===== src/rtl/jedro_1_lsu_pkg.sv =====
// jedro_1_lsu_pkg: size encodings, FSM states and byte-mask helpers shared by the LSU files.
// The split states exist only when JEDRO_1_LSU_SPLIT_EN is defined.
package jedro_1_lsu_pkg;

    typedef enum logic [1:0] {
        LSU_SIZE_B = 2'd0,
        LSU_SIZE_H = 2'd1,
        LSU_SIZE_W = 2'd2,
        LSU_SIZE_D = 2'd3
    } lsu_size_e;

    typedef enum logic [2:0] {
        S_IDLE  = 3'd0,
        S_REQ   = 3'd1,
        S_WAIT  = 3'd2,
        S_RESP  = 3'd3
`ifdef JEDRO_1_LSU_SPLIT_EN
        ,
        S_REQ2  = 3'd4,
        S_WAIT2 = 3'd5
`endif
    } lsu_state_e;

    function automatic logic [3:0] size_bytes(input logic [1:0] size);
        return 4'd1 << size;
    endfunction

    function automatic logic [7:0] size_mask(input logic [1:0] size);
        return 8'((16'd1 << size_bytes(size)) - 16'd1);
    endfunction

endpackage


===== src/rtl/jedro_1_lsu_if.sv =====
// jedro_1_lsu_if: req/gnt/rvalid data bus between the LSU (master) and memory (slave).
interface jedro_1_lsu_if #(
    parameter int DATA_WIDTH = 32,
    parameter int ADDR_WIDTH = 32
);
    logic                    req;
    logic                    we;
    logic [DATA_WIDTH/8-1:0] be;
    logic [ADDR_WIDTH-1:0]   addr;
    logic [DATA_WIDTH-1:0]   wdata;
    logic                    gnt;
    logic                    rvalid;
    logic                    err;
    logic [DATA_WIDTH-1:0]   rdata;

    modport master (output req, we, be, addr, wdata, input gnt, rvalid, err, rdata);
    modport slave  (input req, we, be, addr, wdata, output gnt, rvalid, err, rdata);
endinterface


===== src/rtl/jedro_1_lsu_align.sv =====
// jedro_1_lsu_align: byte-enable generation, store-data lane shifting and load extraction/extension.
// With SPLIT=1 the enables and lanes span two bus words (lower word first).
module jedro_1_lsu_align
    import jedro_1_lsu_pkg::*;
#(
    parameter int DATA_WIDTH = 32,
    parameter int SPLIT = 0,
    localparam int NB = DATA_WIDTH / 8,
    localparam int OW = $clog2(NB),
    localparam int BW = NB * (SPLIT + 1),
    localparam int RW = DATA_WIDTH * (SPLIT + 1)
) (
    input  logic [1:0]            size,
    input  logic                  sgn,
    input  logic [OW-1:0]         offset,
    input  logic [DATA_WIDTH-1:0] wdata,
    input  logic [RW-1:0]         rdata,
    output logic [BW-1:0]         be,
    output logic [RW-1:0]         wdata_sh,
    output logic [DATA_WIDTH-1:0] rdata_ext
);
    logic [DATA_WIDTH-1:0] ld;
    logic [DATA_WIDTH-1:0] fmask;
    logic                  sbit;

    assign be       = BW'(size_mask(size)) << offset;
    assign wdata_sh = RW'(wdata) << {offset, 3'b000};
    assign ld       = DATA_WIDTH'(rdata >> {offset, 3'b000});

    // fmask covers the accessed field; its top bit selects the sign source
    always_comb begin
        fmask     = ((8 << size) >= DATA_WIDTH) ? '1 : (DATA_WIDTH'(1) << (8 << size)) - DATA_WIDTH'(1);
        sbit      = sgn & |(ld & fmask & ~(fmask >> 1));
        rdata_ext = sbit ? (ld | ~fmask) : (ld & fmask);
    end
endmodule


===== src/rtl/jedro_1_lsu.sv =====
// jedro_1_lsu: load/store unit bridging single core requests onto a req/gnt/rvalid data bus.
// Define JEDRO_1_LSU_SPLIT_EN to execute word-boundary-crossing accesses as two bus transactions.
module jedro_1_lsu
    import jedro_1_lsu_pkg::*;
#(
    parameter int DATA_WIDTH = 32,
    parameter int ADDR_WIDTH = 32
) (
    input  logic                  clk_i,
    input  logic                  rst_i,
    input  logic                  ctrl_valid_i,
    output logic                  ctrl_ready_o,
    input  logic                  ctrl_we_i,
    input  logic [1:0]            ctrl_size_i,
    input  logic                  ctrl_signed_i,
    input  logic [ADDR_WIDTH-1:0] ctrl_addr_i,
    input  logic [DATA_WIDTH-1:0] ctrl_wdata_i,
    output logic                  rsp_valid_o,
    output logic [DATA_WIDTH-1:0] rsp_rdata_o,
    output logic                  rsp_err_o,
    output logic                  rsp_misaligned_o,
    jedro_1_lsu_if.master         data
);
    localparam int NB = DATA_WIDTH / 8;
    localparam int OW = $clog2(NB);
`ifdef JEDRO_1_LSU_SPLIT_EN
    localparam int SPLIT = 1;
`else
    localparam int SPLIT = 0;
`endif
    localparam int BW = NB * (SPLIT + 1);
    localparam int RW = DATA_WIDTH * (SPLIT + 1);

    lsu_state_e            state_q, state_d;
    logic [ADDR_WIDTH-1:0] addr_q;
    logic [OW-1:0]         off_q;
    logic [1:0]            size_q;
    logic                  we_q, sgn_q, err_q, mis_q;
    logic [DATA_WIDTH-1:0] wdata_q;
    logic [RW-1:0]         rdata_q;
    logic [BW-1:0]         be_w;
    logic [RW-1:0]         wdata_w;
    logic [DATA_WIDTH-1:0] ext_w;
    logic [OW-1:0]         off_in;
    logic                  illegal, skip, in_req;

    assign off_in  = ctrl_addr_i[OW-1:0];
    assign illegal = (DATA_WIDTH == 32) && (ctrl_size_i == LSU_SIZE_D);

`ifdef JEDRO_1_LSU_SPLIT_EN
    logic cross_q, crosses, hi;
    assign crosses = (int'(off_in) + int'(size_bytes(ctrl_size_i))) > NB;
    assign skip    = illegal;
    assign mis_q   = 1'b0;
`else
    logic misaligned;
    assign misaligned = |(off_in & OW'(size_bytes(ctrl_size_i) - 4'd1));
    assign skip       = illegal | misaligned;
`endif

    always_ff @(posedge clk_i) begin
        if (rst_i) begin
            state_q <= S_IDLE;
            addr_q  <= '0;
            off_q   <= '0;
            size_q  <= '0;
            we_q    <= 1'b0;
            sgn_q   <= 1'b0;
            err_q   <= 1'b0;
            wdata_q <= '0;
            rdata_q <= '0;
`ifdef JEDRO_1_LSU_SPLIT_EN
            cross_q <= 1'b0;
`else
            mis_q   <= 1'b0;
`endif
        end else begin
            state_q <= state_d;
            if (state_q == S_IDLE && ctrl_valid_i) begin
                addr_q  <= {ctrl_addr_i[ADDR_WIDTH-1:OW], OW'(0)};
                off_q   <= off_in;
                size_q  <= ctrl_size_i;
                we_q    <= ctrl_we_i;
                sgn_q   <= ctrl_signed_i;
                wdata_q <= ctrl_wdata_i;
                err_q   <= illegal;
`ifdef JEDRO_1_LSU_SPLIT_EN
                cross_q <= crosses;
`else
                mis_q   <= misaligned;
`endif
            end
            if (state_q == S_WAIT && data.rvalid) begin
                rdata_q[DATA_WIDTH-1:0] <= data.rdata;
                err_q                   <= data.err;
            end
`ifdef JEDRO_1_LSU_SPLIT_EN
            if (state_q == S_WAIT2 && data.rvalid) begin
                rdata_q[RW-1:DATA_WIDTH] <= data.rdata;
                err_q                    <= data.err;
            end
`endif
        end
    end

    always_comb begin
        state_d = state_q;
        case (state_q)
            S_IDLE:  state_d = ctrl_valid_i ? (skip ? S_RESP : S_REQ) : S_IDLE;
            S_REQ:   state_d = data.gnt ? S_WAIT : S_REQ;
`ifdef JEDRO_1_LSU_SPLIT_EN
            // an error on the lower word abandons the upper one
            S_WAIT:  state_d = data.rvalid ? ((cross_q && !data.err) ? S_REQ2 : S_RESP) : S_WAIT;
            S_REQ2:  state_d = data.gnt ? S_WAIT2 : S_REQ2;
            S_WAIT2: state_d = data.rvalid ? S_RESP : S_WAIT2;
`else
            S_WAIT:  state_d = data.rvalid ? S_RESP : S_WAIT;
`endif
            default: state_d = S_IDLE;
        endcase
    end

    jedro_1_lsu_align #(
        .DATA_WIDTH(DATA_WIDTH),
        .SPLIT     (SPLIT)
    ) u_align (
        .size     (size_q),
        .sgn      (sgn_q),
        .offset   (off_q),
        .wdata    (wdata_q),
        .rdata    (rdata_q),
        .be       (be_w),
        .wdata_sh (wdata_w),
        .rdata_ext(ext_w)
    );

`ifdef JEDRO_1_LSU_SPLIT_EN
    assign hi         = state_q == S_REQ2;
    assign in_req     = (state_q == S_REQ) || hi;
    assign data.addr  = in_req ? addr_q + (hi ? ADDR_WIDTH'(NB) : '0) : '0;
    assign data.be    = hi ? be_w[BW-1:NB] : in_req ? be_w[NB-1:0] : '0;
    assign data.wdata = hi ? wdata_w[RW-1:DATA_WIDTH] : in_req ? wdata_w[DATA_WIDTH-1:0] : '0;
`else
    assign in_req     = state_q == S_REQ;
    assign data.addr  = in_req ? addr_q : '0;
    assign data.be    = in_req ? be_w : '0;
    assign data.wdata = in_req ? wdata_w : '0;
`endif
    assign data.req = in_req;
    assign data.we  = in_req & we_q;

    assign ctrl_ready_o     = state_q == S_IDLE;
    assign rsp_valid_o      = state_q == S_RESP;
    assign rsp_err_o        = rsp_valid_o & err_q;
    assign rsp_misaligned_o = rsp_valid_o & mis_q;
    assign rsp_rdata_o      = (rsp_valid_o && !we_q && !err_q && !mis_q) ? ext_w : '0;
endmodule


===== src/flat_wrapper.sv =====
// flat-port wrapper written by rule: the top's interface ports become plain ports
module jedro_1_lsu_flat import jedro_1_lsu_pkg::*;
#(
    parameter int DATA_WIDTH = 32,
    parameter int ADDR_WIDTH = 32
)
  (clk_i, rst_i, ctrl_valid_i, ctrl_ready_o, ctrl_we_i, ctrl_size_i, ctrl_signed_i, ctrl_addr_i, ctrl_wdata_i, rsp_valid_o, rsp_rdata_o, rsp_err_o, rsp_misaligned_o, data_req, data_we, data_be, data_addr, data_wdata, data_gnt, data_rvalid, data_err, data_rdata);
  jedro_1_lsu_if #(.DATA_WIDTH(DATA_WIDTH), .ADDR_WIDTH(ADDR_WIDTH)) data_i ();
  input  logic clk_i;
  input  logic rst_i;
  input  logic ctrl_valid_i;
  output logic ctrl_ready_o;
  input  logic ctrl_we_i;
  input  logic [1:0] ctrl_size_i;
  input  logic ctrl_signed_i;
  input  logic [ADDR_WIDTH-1:0] ctrl_addr_i;
  input  logic [DATA_WIDTH-1:0] ctrl_wdata_i;
  output logic rsp_valid_o;
  output logic [DATA_WIDTH-1:0] rsp_rdata_o;
  output logic rsp_err_o;
  output logic rsp_misaligned_o;
  output wire logic [$bits(data_i.req)-1:0] data_req;
  output wire logic [$bits(data_i.we)-1:0] data_we;
  output wire logic [$bits(data_i.be)-1:0] data_be;
  output wire logic [$bits(data_i.addr)-1:0] data_addr;
  output wire logic [$bits(data_i.wdata)-1:0] data_wdata;
  input wire logic [$bits(data_i.gnt)-1:0] data_gnt;
  input wire logic [$bits(data_i.rvalid)-1:0] data_rvalid;
  input wire logic [$bits(data_i.err)-1:0] data_err;
  input wire logic [$bits(data_i.rdata)-1:0] data_rdata;
  assign data_req = data_i.req;
  assign data_we = data_i.we;
  assign data_be = data_i.be;
  assign data_addr = data_i.addr;
  assign data_wdata = data_i.wdata;
  assign data_i.gnt = data_gnt;
  assign data_i.rvalid = data_rvalid;
  assign data_i.err = data_err;
  assign data_i.rdata = data_rdata;
  jedro_1_lsu #(.DATA_WIDTH(DATA_WIDTH), .ADDR_WIDTH(ADDR_WIDTH)) u_core (.clk_i(clk_i), .rst_i(rst_i), .ctrl_valid_i(ctrl_valid_i), .ctrl_ready_o(ctrl_ready_o), .ctrl_we_i(ctrl_we_i), .ctrl_size_i(ctrl_size_i), .ctrl_signed_i(ctrl_signed_i), .ctrl_addr_i(ctrl_addr_i), .ctrl_wdata_i(ctrl_wdata_i), .rsp_valid_o(rsp_valid_o), .rsp_rdata_o(rsp_rdata_o), .rsp_err_o(rsp_err_o), .rsp_misaligned_o(rsp_misaligned_o), .data(data_i));
endmodule

===== config.mk =====
export PLATFORM = sky130hd
export DESIGN_NAME = jedro_1_lsu_flat
export DESIGN_NICKNAME = d
export VERILOG_FILES = /design/src/rtl/jedro_1_lsu_pkg.sv /design/src/rtl/jedro_1_lsu_if.sv /design/src/rtl/jedro_1_lsu_align.sv /design/src/rtl/jedro_1_lsu.sv /design/src/flat_wrapper.sv
export SDC_FILE = /design/constraint.sdc
export NUM_CORES = 1
export LEC_CHECK = 0
export CAP_MARGIN = 5
export CORE_ASPECT_RATIO = 1.1
export CORE_UTILIZATION = 47
export DETAILED_ROUTE_END_ITERATION = 16
export GPL_ROUTABILITY_DRIVEN = 1
export PLACE_DENSITY_LB_ADDON = 0.12
export SYNTH_ARGS = -nofsm -noshare
export SYNTH_HDL_FRONTEND = slang
export SYNTH_SLANG_ARGS = --single-unit

===== constraint.sdc =====
create_clock -name clk_i -period 2.5 [get_ports clk_i]
set_clock_uncertainty 0.1 [all_clocks]
set_input_delay 0.25 -clock clk_i [delete_from_list [all_inputs] [get_ports clk_i]]
set_output_delay 0.25 -clock clk_i [all_outputs]
set_load 0.1 [all_outputs]

==> impl_table.tex, run 1 <==
% Generated from flow reports
\begin{tabular}{lr}
\hline
Metric & Value \\
\hline
\multicolumn{2}{l}{\textbf{Yosys}} \\
Count of state elements after synthesis & 104 \\
Post-synth ARST share & 0 \\
Synth top cells by count & 215 x sky130\_fd\_sc\_hd\_\_nand2\_1, 114 x sky130\_fd\_sc\_hd\_\_a21oi\_1, 104 x sky130\_fd\_sc\_hd\_\_dfxtp\_1 \\
Synthesized area per cell & 7.30 um\^{}2 \\
Most frequently used flop master after synthesis & sky130\_fd\_sc\_hd\_\_dfxtp\_1 \\
Share of the synthesized area in the top cell type & 0.399 \\
Sequential cell area fraction in the yosys report & 0.399 \\
Synth warnings & 0 \\
Most popular library cell in the synthesized design by count & sky130\_fd\_sc\_hd\_\_nand2\_1 \\
Cell accounting for the most synthesized area & sky130\_fd\_sc\_hd\_\_dfxtp\_1 \\
Yosys stat cell total & 714 \\
Post-Syn Area & 0.00521 mm\^{}2 \\
Count of library flops with an enable pin & 0 \\
Top cells by area in the synthesized netlist & sky130\_fd\_sc\_hd\_\_dfxtp\_1 40\%, sky130\_fd\_sc\_hd\_\_nand2\_1 15\%, sky130\_fd\_sc\_hd\_\_a21oi\_1 11\%, sky130\_fd\_sc\_hd\_\_mux2i\_1 6.3\%, sky130\_fd\_sc\_hd\_\_and2\_1 4.9\% \\
Post-synth area from yosys stat & 0.00521 mm\^{}2 \\
Synthesized instance count & 714 \\
\multicolumn{2}{l}{\textbf{Timing}} \\
Share of the cycle needed by the critical path after routing & 0.966 \\
Max-slew violation count & 0 \\
Tightest Pin Transition & 589 ps \\
Unrepaired setup endpoints after global routing & no \\
Max Clk Rate & 414 MHz \\
\multicolumn{2}{l}{\textbf{Die}} \\
DIE HEIGHT & 112 um \\
Standard cell core area & 0.0106 mm\^{}2 \\
Width of the die & 102 um \\
Total die size & 0.0115 mm\^{}2 \\
\multicolumn{2}{l}{\textbf{Cells and area}} \\
Sequential cell area in the final layout & 0.00209 mm\^{}2 \\
Fraction of layout cells with a size suffix above 1 & 0.222 \\
Post-route standard cell area excluding fillers & 0.00893 mm\^{}2 \\
Number of nets in the layout & 1002 \\
Final core occ & 0.843 \\
Area Overhead vs Synth & 71.3\% \\
Post-route insts no fill & 1044 \\
\multicolumn{2}{l}{\textbf{Status}} \\
Result of the run & finished, final reports clean \\
\multicolumn{2}{l}{\textbf{Detailed routing}} \\
WL per Instance & 16.9 um \\
Number of search-and-repair iterations in the first detailed-routing pass & 5 \\
Residual antenna-violating net count after detailed routing & 0 \\
Vias post-DR & 5722 \\
\multicolumn{2}{l}{\textbf{Placement}} \\
Number of port buffers & 209 \\
Pre-CTS WS & 439 ps \\
Global placement routability congestion & 0.850 \\
Post-Place Cells & 1028 \\
\multicolumn{2}{l}{\textbf{Setup path}} \\
Critical path's largest stage delay & 390 ps \\
Crit path capture type & output port \\
Critical-path cell list & buf\_4 -> mux2i\_1 -> nor2\_1 -> a21oi\_1 -> nor2\_1 -> buf\_12 \\
Category of the most critical setup path & flip-flop to output port \\
Crit-path leading delay family & buffers and inverters \\
Req. time, crit path & 2150 ps \\
Slowest cell on the critical path & sky130\_fd\_sc\_hd\_\_dfxtp\_2 \\
Maximum fanout encountered on the critical timing path & 25 \\
Crit path buffers/inverters & 2 \\
Crit-path most repeated cell & sky130\_fd\_sc\_hd\_\_nor2\_1 \\
Data arrival time of the critical path & 2060 ps \\
\multicolumn{2}{l}{\textbf{GRT}} \\
Wire length of the first global-routing pass & 28000 um \\
Total gr overflow & 0 \\
Initial antenna violation count & 0 \\
Pin count of the biggest net entering global routing & 55 \\
GR Util All Layers & 0.313 \\
\multicolumn{2}{l}{\textbf{Clock network}} \\
Register clock-pin slew on the reported worst setup and hold paths & 80 ps \\
H-tree levels & 3 \\
Late-Pin Clk Latency & 350 ps \\
\multicolumn{2}{l}{\textbf{Pwr}} \\
Pwr Density & 531 mW/mm\^{}2 \\
Highest ir drop seen on vdd & 0.415 mV \\
\multicolumn{2}{l}{\textbf{Worst hold path}} \\
Type of the tightest min-delay check & primary input to flip-flop \\
\multicolumn{2}{l}{\textbf{Run}} \\
Max cap viols & 0 \\
Total number of warnings across the stage logs & 27 \\
\hline
\end{tabular}
## run 1: repair_timing
item / CTS / global route
resized: 0 / 2
endpoints found under the setup margin: 0 / 16
endpoints found under the hold margin: 0 / 0
buffers inserted: 0 / 0
hold buffers: 0 / 0
## run 1: layout make-up
type	instances	share of cell area
Clock inverter	7	0.00701
Multi-Input combinational cell	547	0.348
Tap cell	143	0.0200
Clock buffer	9	0.0252
Sequential cell	104	0.234
Timing Repair Buffer	229	0.364
Inverter	5	0.00210
## run 1: power by group
| group | leakage (nW) | switching [mW] | internal, mW |
|---|---|---|---|
| logic | 2.32 | 0.940 | 0.545 |
| clock network | 0.139 | 0.690 | 0.698 |
| registers | 0.851 | 0.0957 | 1.77 |
## run 1: routing by layer
metal  global-route usage  vias up  share of wire
met2                0.525      266           0.49
met5                    0        -              0
met1                0.383     2688           0.39
li1                     -     2731              -
met3               0.0797       37          0.085
met4                0.113        0          0.026
## run 1: layout by cell type, fill, tap and decap left out, drive strengths merged, types with 2 or more instances in the layout
cell / n
and2: 41
a21o: 9
o22ai: 7
clkdlybuf4s50: 104
buf: 125
inv: 9
nand2: 215
a21oi: 114
mux2i: 33
o21ai: 8
a211oi: 30
dfxtp: 104
clkinv: 2
nand2b: 2
and3: 3
nor2: 50
nor2b: 17
nor3: 2
conb: 2
clkbuf: 9
## run 1: final timing paths
kind	cells after the start	start	end	slack, ps
hold reg to reg	2	u_core.addr_q[27]$_SDFFE_PP0P_	u_core.addr_q[27]$_SDFFE_PP0P_	350
setup reg to reg	5	u_core.state_q[1]$_SDFF_PP0_	u_core.wdata_q[15]$_SDFFE_PP0P_	840
hold / removal	2	rst_i	u_core.rdata_q[25]$_SDFFE_PP0P_	290
setup / recovery	6	u_core.off_q[1]$_SDFFE_PP0P_	data_wdata[22]	90
## run 1: per-stage QoR
stage	power, mW	hold WS, ps
6_report	4.74	294
5_1_grt	4.93	313
4_1_cts	4.75	302
3_5_place_dp	3.38	342
3_3_place_gp	3.33	337
2_1_floorplan	2.83	286
## run 1: flip-flops by register name (all words and copies together) (netlist names)
signal / cells
u_core.wdata_q: 32
u_core.sgn_q: 1
u_core.rdata_q: 32
u_core.mis_q: 1
u_core.off_q: 2
u_core.addr_q: 30
u_core.err_q: 1
u_core.state_q: 2
u_core.we_q: 1
u_core.size_q: 2
## run 1: worst register-to-register path: stages, from the launching register on
cell	delay (ps)
sky130_fd_sc_hd__dfxtp_1	370
sky130_fd_sc_hd__nor2_1	220
sky130_fd_sc_hd__and2_2	230
sky130_fd_sc_hd__buf_4	390
sky130_fd_sc_hd__nand2_1	160
sky130_fd_sc_hd__a21oi_1	140
## run 1: kinds of logic after synthesis
kind of cell	synth area share
buffers and inverters	0.0547
AOI/OAI and AO/OA	0.200
and+or+nand+nor	0.278
muxes	0.0677
other	0.000719
DFF	0.399
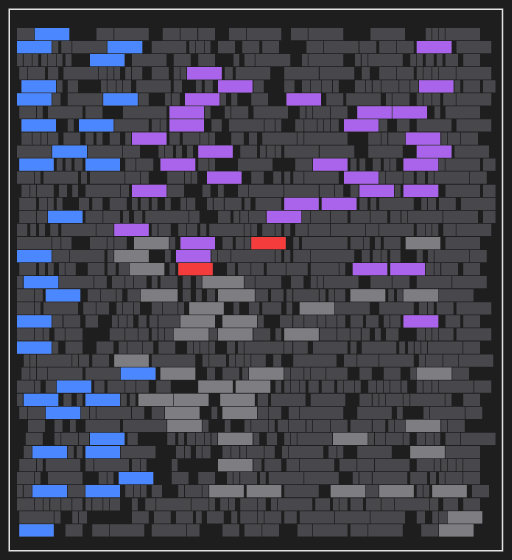
*Sequential cells colored by netlist name, run 1*
red -> `u_core.size_q`  # flops 2
purple -> `u_core.wdata_q`  # flops 32
blue -> `u_core.addr_q`  # flops 30, where a vertical strip on the left
not colored = 40

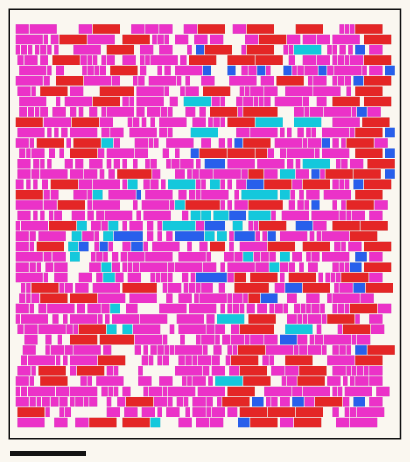
*Cell sizes after repair, run 1*
The bar under the picture is 20 um long.
red -> drive 6 and up  # cells 115, most used buf_12
cyan -> drive 3 to 4  # cells 41, most used buf_4
magenta -> drive 1 or less  # cells 701, most used nand2_1
blue -> drive 2  # cells 44, most used nor2_2

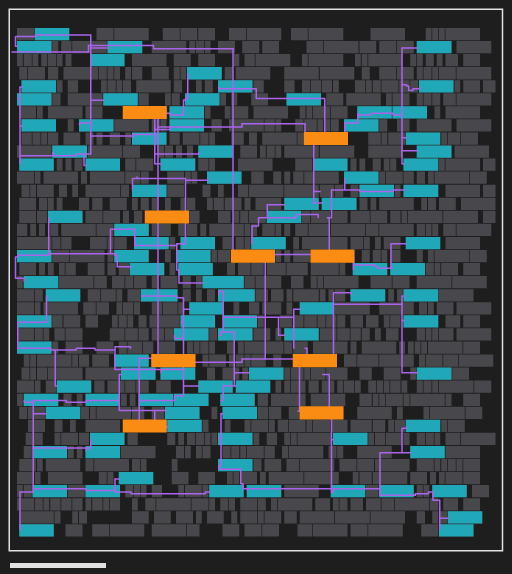
*Clock distribution, run 1*
The bar under the picture is 20 um long.
purple -> clock wires  # length 1240 um
cyan -> flip-flops  # count 104
orange -> cells driving clock nets  # count 9
routed clock nets = 10
flops lie = spread over the die

==> run 2: changes to the inputs <==
Settings changed: HOLD_SLACK_MARGIN set to 0.05.
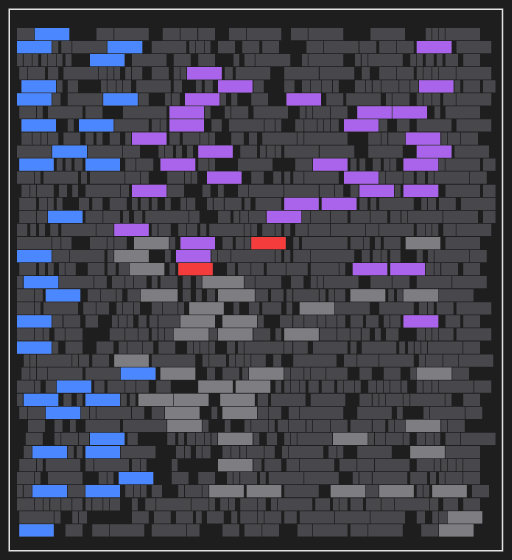
*Sequential cells colored by netlist name, run 2*
purple -> `u_core.wdata_q`  # flops 32
blue -> `u_core.addr_q`  # flops 30, where a vertical strip on the left
red -> `u_core.size_q`  # flops 2

==> impl_table.tex, run 2 <==
% Generated from flow reports
\begin{tabular}{lr}
\hline
Metric & Value \\
\hline
\multicolumn{2}{l}{\textbf{Die}} \\
Number of placed I/O pins & 212 \\
DIE HEIGHT & 112 um \\
Fp\_density & 0.492 \\
Standard cell core area & 0.0106 mm\^{}2 \\
Num rows & 39 \\
Total die size & 0.0115 mm\^{}2 \\
Width of the die & 102 um \\
\multicolumn{2}{l}{\textbf{Setup path}} \\
Depth of the worst register-to-register path & 5 \\
Startpoint of the most critical register-to-register path & u\_core.state\_q[1]\$\_SDFF\_PP0\_ \\
Category of the most critical setup path & flip-flop to output port \\
Crit path capture type & output port \\
Maximum fanout encountered on the critical timing path & 25 \\
Crit-path most repeated cell & sky130\_fd\_sc\_hd\_\_nor2\_1 \\
Critical register-to-register path endpoint & u\_core.wdata\_q[15]\$\_SDFFE\_PP0P\_ \\
Slowest cell on the critical path & sky130\_fd\_sc\_hd\_\_dfxtp\_2 \\
Reg2reg setup slack & 840 ps \\
Type of origin of the critical path & flip-flop \\
Crit-path leading delay family & buffers and inverters \\
Critical path's largest stage delay & 390 ps \\
Data arrival time of the critical path & 2060 ps \\
Crit path buffers/inverters & 2 \\
Req. time, crit path & 2150 ps \\
Critical-path cell list & buf\_4 -> mux2i\_1 -> nor2\_1 -> a21oi\_1 -> nor2\_1 -> buf\_12 \\
\multicolumn{2}{l}{\textbf{Run}} \\
Total number of warnings across the stage logs & 27 \\
Max cap viols & 0 \\
\multicolumn{2}{l}{\textbf{Timing}} \\
Unrepaired setup endpoints after global routing & no \\
Post-layout minimum cycle time & 2410 ps \\
Max-slew violation count & 0 \\
Headroom to the max-slew limit & 0.607 \\
Share of the cycle needed by the critical path after routing & 0.966 \\
Tightest Pin Transition & 589 ps \\
Number of hold-slack violations in the final timing report & 0 \\
Max Clk Rate & 414 MHz \\
Final setup vio count & 0 \\
\multicolumn{2}{l}{\textbf{Yosys}} \\
Post-synthesis cell type count & 37 \\
Share of the synthesized area in the top cell type & 0.399 \\
Synth top cells by count & 215 x sky130\_fd\_sc\_hd\_\_nand2\_1, 114 x sky130\_fd\_sc\_hd\_\_a21oi\_1, 104 x sky130\_fd\_sc\_hd\_\_dfxtp\_1 \\
Sequential cell area fraction in the yosys report & 0.399 \\
Count of library flops with an enable pin & 0 \\
Synthesized instance count & 714 \\
Post-Syn Area & 0.00521 mm\^{}2 \\
Post-synth area from yosys stat & 0.00521 mm\^{}2 \\
Top cells by area in the synthesized netlist & sky130\_fd\_sc\_hd\_\_dfxtp\_1 40\%, sky130\_fd\_sc\_hd\_\_nand2\_1 15\%, sky130\_fd\_sc\_hd\_\_a21oi\_1 11\%, sky130\_fd\_sc\_hd\_\_mux2i\_1 6.3\%, sky130\_fd\_sc\_hd\_\_and2\_1 4.9\% \\
Synth warnings & 0 \\
Cell accounting for the most synthesized area & sky130\_fd\_sc\_hd\_\_dfxtp\_1 \\
Post-synth ARST share & 0 \\
Count of state elements after synthesis & 104 \\
Most frequently used flop master after synthesis & sky130\_fd\_sc\_hd\_\_dfxtp\_1 \\
Synthesized area per cell & 7.30 um\^{}2 \\
Yosys stat cell total & 714 \\
Most popular library cell in the synthesized design by count & sky130\_fd\_sc\_hd\_\_nand2\_1 \\
\multicolumn{2}{l}{\textbf{Clock network}} \\
Count of instances resized after the clock tree is built & 0 \\
CTS tree & done \\
Root Buffer & sky130\_fd\_sc\_hd\_\_clkbuf\_16 \\
H-tree levels & 3 \\
Register clock-pin slew on the reported worst setup and hold paths & 80 ps \\
Number of hold buffers added after cts & 0 \\
Clock tree buffer depth & 2 \\
Clock net sink count & 104 \\
Post-CTS setup buffer count & 0 \\
\multicolumn{2}{l}{\textbf{Detailed routing}} \\
DRC violation count after routing & 0 \\
Residual antenna-violating net count after detailed routing & 0 \\
Overall routed net length & 17700 um \\
Number of search-and-repair iterations in the first detailed-routing pass & 5 \\
Violation tally from detailed-route iteration zero & 396 \\
Vias post-DR & 5722 \\
Via density per instance & 5.48 \\
WL per Instance & 16.9 um \\
\multicolumn{2}{l}{\textbf{Cells and area}} \\
Layout fillers & 641 \\
Number of nets in the layout & 1002 \\
Antenna diodes & 0 \\
Largest registers ranked by flip-flop count & u\_core.rdata\_q x32, u\_core.wdata\_q x32, u\_core.addr\_q x30 \\
Post-route standard cell area excluding fillers & 0.00893 mm\^{}2 \\
Most used logic cell in the final layout & sky130\_fd\_sc\_hd\_\_nand2\_1 \\
Most used cells in the layout excluding fill and tap cells & 214 x sky130\_fd\_sc\_hd\_\_nand2\_1, 114 x sky130\_fd\_sc\_hd\_\_a21oi\_1, 104 x sky130\_fd\_sc\_hd\_\_clkdlybuf4s50\_1 \\
Fraction of layout cells with a size suffix above 1 & 0.222 \\
Area Overhead vs Synth & 71.3\% \\
Final core occ & 0.843 \\
\multicolumn{2}{l}{\textbf{GRT}} \\
Initial antenna violation count & 0 \\
Via count of the first global-routing pass & 5722 \\
GR Util All Layers & 0.313 \\
Pin count of the biggest net entering global routing & 55 \\
Total gr overflow & 0 \\
Wire length of the first global-routing pass & 28000 um \\
\multicolumn{2}{l}{\textbf{Pwr}} \\
Pwr Density & 531 mW/mm\^{}2 \\
Highest ir drop seen on vdd & 0.415 mV \\
Leak & 3.31 nW \\
\multicolumn{2}{l}{\textbf{Worst hold path}} \\
Type of the tightest min-delay check & primary input to flip-flop \\
Hold path depth & 2 \\
Endpoint of the worst hold path & u\_core.rdata\_q[25]\$\_SDFFE\_PP0P\_ \\
Hold path startpoint & rst\_i \\
\multicolumn{2}{l}{\textbf{Status}} \\
Result of the run & finished, final reports clean \\
\multicolumn{2}{l}{\textbf{Placement}} \\
Post-DP Area & 0.00864 mm\^{}2 \\
Global placement routability congestion & 0.850 \\
HPWL reported at the end of detailed placement & 12800 um \\
Number of port buffers & 209 \\
\hline
\end{tabular}
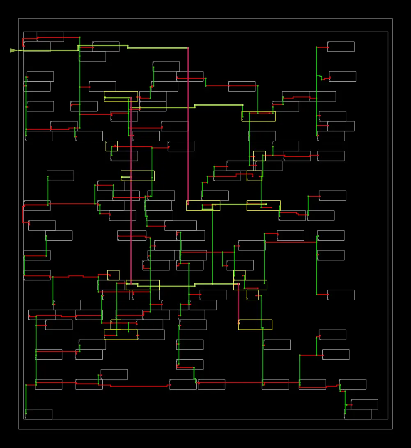
*The clock network, run 2*
number of buffers inserted during clock tree synthesis: 9
clock buffer count in the final layout: 9
Late-Pin Clk Latency: 350 ps
power attributed to the clock group: 1.39 mW

==> run 2: kinds of logic (layout without fill, tap and decap cells) <==
kind of cell,count (synthesis),in the layout,share of synthesized area
compound gates,177,177,0.200
buf+inv,64,250,0.0547
flops,104,104,0.399
mux,34,34,0.0677
other cells,1,2,0.000719
simple gates,334,334,0.278
==> run 2: worst max-delay path by stage <==
stage                     cells past startpoint  slack [ps]                          from              end
after global routing                          6           1  u_core.off_q[1]$_SDFFE_PP0P_   data_wdata[22]
after CTS                                     6          20  u_core.off_q[1]$_SDFFE_PP0P_  rsp_rdata_o[29]
after global placement                        6         520  u_core.off_q[1]$_SDFFE_PP0P_  rsp_rdata_o[29]
after floorplan                               4        -400  u_core.state_q[0]$_SDFF_PP0_  rsp_rdata_o[10]
after detailed placement                      6         440  u_core.off_q[1]$_SDFFE_PP0P_  rsp_rdata_o[29]
final                                         6          90  u_core.off_q[1]$_SDFFE_PP0P_   data_wdata[22]
==> run 2: layout make-up <==
cell class | instances | area (um^2) | area share
Clock inverter | 7 | 62.6 | 0.00701
Sequential cell | 104 | 2090 | 0.234
Clock buffer | 9 | 225 | 0.0252
Inverter | 5 | 18.8 | 0.00210
Multi-Input combinational cell | 547 | 3110 | 0.348
Tap cell | 143 | 179 | 0.0200
Timing Repair Buffer | 229 | 3250 | 0.364
==> run 2: per-layer routing <==
layer | global-route usage | routed length, um | vias to the layer above
met1 | 0.383 | 6950 | 2688
li1 | - | - | 2731
met4 | 0.113 | 467 | 0
met3 | 0.0797 | 1510 | 37
met2 | 0.525 | 8740 | 266
met5 | 0 | 0 | -
==> run 2: power by group <==
| group | internal, mW | switching [mW] |
|---|---|---|
| clock network | 0.698 | 0.690 |
| registers | 1.77 | 0.0957 |
| logic | 0.545 | 0.940 |
==> run 2: metrics by stage <==
step | worst slack (ps) | hold slack, ps | TNS [ps] | std cells | total power [mW]
3_5_place_dp | 439 | 342 | 0 | 1028 | 3.38
6_report | 85.2 | 294 | 0 | 1044 | 4.74
2_1_floorplan | -397 | 286 | -19450 | 715 | 2.83
4_1_cts | 18.8 | 302 | 0 | 1044 | 4.75
5_1_grt | 1.48 | 313 | 0 | 1044 | 4.93
3_3_place_gp | 522 | 337 | 0 | 1028 | 3.33
Power and IR drop assume default switching activity.
